Design fp64_mul_round_pack_flat, sky130hd; sources not shown.
### Layout detail

Window x 90 to 110, y 90 to 110 µm. Cells in grey, sequential cells in the stronger grey; small squares are vias.
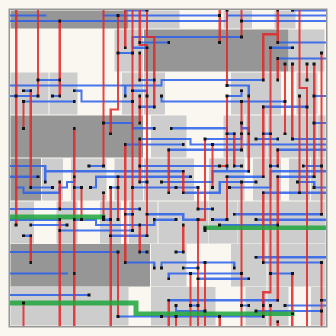
M1: shown in blue. M3: shown in green. M2: shown in red.
35 logic cells have their middle in the window. Most frequent: nand2_1 (7). Sequential cells in the window: 3.

### Local utilization

The die is cut into 13 by 13 equal tiles; white is low, dark blue is high, 0 to 100% covered.
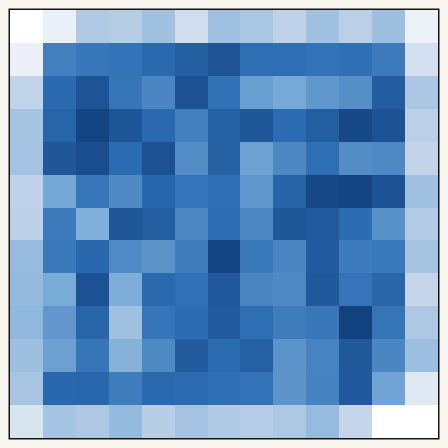
The densest ninth of the die: centre. The fullest tile reaches 93%. 1.8% of the tiles are nearly empty. 32% of the tiles are over 75% full. The mean over all tiles is 60%.
Layout Utilization: 72.7%
fp_density: 54.6%
Core Region: 15100 µm²

==> CHANGELOG.md <==
### Changed

- Die Height: between 100 and 150 µm
- Dpl cell area: approximately 10000 µm²
- Mapped Nets: between 1000 and 1500
- WP data required: between 7 and 8 ns
- Critical path, cell by cell: o21a_1 > ha_1 > ha_1 > nand3_1 > or3_1 > nor3_2 > nand2_1 > nor4_1 > ha_1 > ha_1 > and3_1 > and3_1 > xor2_1 > a2111oi_4 > a31oi_4 > nand4_4 > o21ai_0
- Die width: 134 µm
- TritonCTS clock tree: done
- Routed length per instance: 16.6 µm
- Skew final: ~0.011 ns
- Simple share: 22.0%
- Hold Path Stages: 2
- Mux share: 6.44%
- FFs w/ async S/R, synth: 100%
- Peak supply drop: 0.201 mV
- Comb area: 4440 µm²
- Top-count cell post-synth: nand2_1
- Vias in the first global route: 6981
- Reg area: roughly 3500 µm²
- CTS sink count: around 140
- Fillers: 1201
- Seq/Total Area, Yosys: ~43%
- Hold WC Path Type: register to register
- Total tool warning count: 29
- Post-DP HPWL: 16200 µm
- Placer Congestion: about 0.9
- CP Buf/Inv Count: 0
- Setup violators final: 0
- Share of cells above drive strength 1: 6.10%
- Biggest area cells: dfrtp_1 43%, nand2_1 7.7%, mux2i_1 6.4%, o21ai_0 6.3%, xnor2_1 4.9%
- Number of synthesized flops with an enable pin: 0
- Crit path largest cell delay: between 0.5 and 0.6 ns
- Worst R2R Path Depth: 17
- Pwr per Cell Area: 241 nW/µm²
- Post-synth top cells: 170 x nand2_1, 141 x dfrtp_1, 104 x o21ai_0, 53 x mux2i_1, 46 x xnor2_1
- Min Tclk post-route: 5.38 ns
- Full die area: 17800 µm²
- Antenna violations before repair: 0
- Cell depth of the worst setup path: 17
- Status: completed
- DR DRC count: 0
- Yosys reg bits: roughly 140
- Max-area cell share: a little over two fifths
- Crit end category: register
- Crit Path Class: register to register
- Total CTS buffers: 17
- Crit-path max FO: ~52
- CP startpoint kind: register
==> metal layers <==
metal	global-route usage, %	vias to the layer above	share of wire (%)
li1	-	3554	-
met1	30.1	3369	42
met2	42.4	178	52
met3	4.83	19	4.7
met4	6.29	0	1.4
met5	0	-	0
==> power breakdown <==
group / internal (mW) / leakage, nW / total, mW / switching, mW
Combinational: 0.349 / 2.45 / 0.733 / 0.384
Clock: 0.544 / 0.287 / 0.866 / 0.322
Sequential: 0.897 / 1.79 / 1.04 / 0.143
Total: 1.79 / 4.52 / 2.64 / 0.849
==> final cells by class <==
cell class | instances | area share, %
inverter | 19 | 0.650
clock buffer | 21 | 4.20
timing repair buffer | 208 | 18.9
tap | 188 | 2.15
sequential | 141 | 32.2
multi-input combinational | 698 | 40.5
clock inverter | 11 | 1.42
==> placed cells by master, fill, tap and decap left out, types with 4 or more instances in the layout <==
cell type / Yosys / final
clkdlybuf4s50_1: 0 / 202
xor2_1: 35 / 35
nor4_1: 24 / 24
inv_1: 19 / 19
nand2b_1: 7 / 7
dfrtp_1: 141 / 141
or3_1: 5 / 5
ha_1: 21 / 21
o21ai_0: 104 / 104
and4_1: 4 / 4
and2_1: 4 / 4
buf_4: 5 / 5
clkbuf_16: 0 / 17
nor2_1: 36 / 36
xnor2_1: 46 / 46
and3_1: 12 / 12
nand4_1: 26 / 26
o21ai_1: 21 / 21
mux2i_1: 53 / 53
nand2_1: 170 / 168
nand3_1: 31 / 31
clkinvlp_4: 0 / 4
a21oi_1: 18 / 18
nor3_1: 22 / 22
==> through the flow <==
step | total power, mW | hold slack (ns)
after detailed placement | 1.79 | 0.459
after CTS | 2.66 | 0.472
after global routing | 2.77 | 0.506
after floorplan | 1.45 | 0.440
after global placement | 1.77 | 0.457
final | 2.64 | 0.471
Power figures rest on the tool's default switching activity, not on a simulated workload.
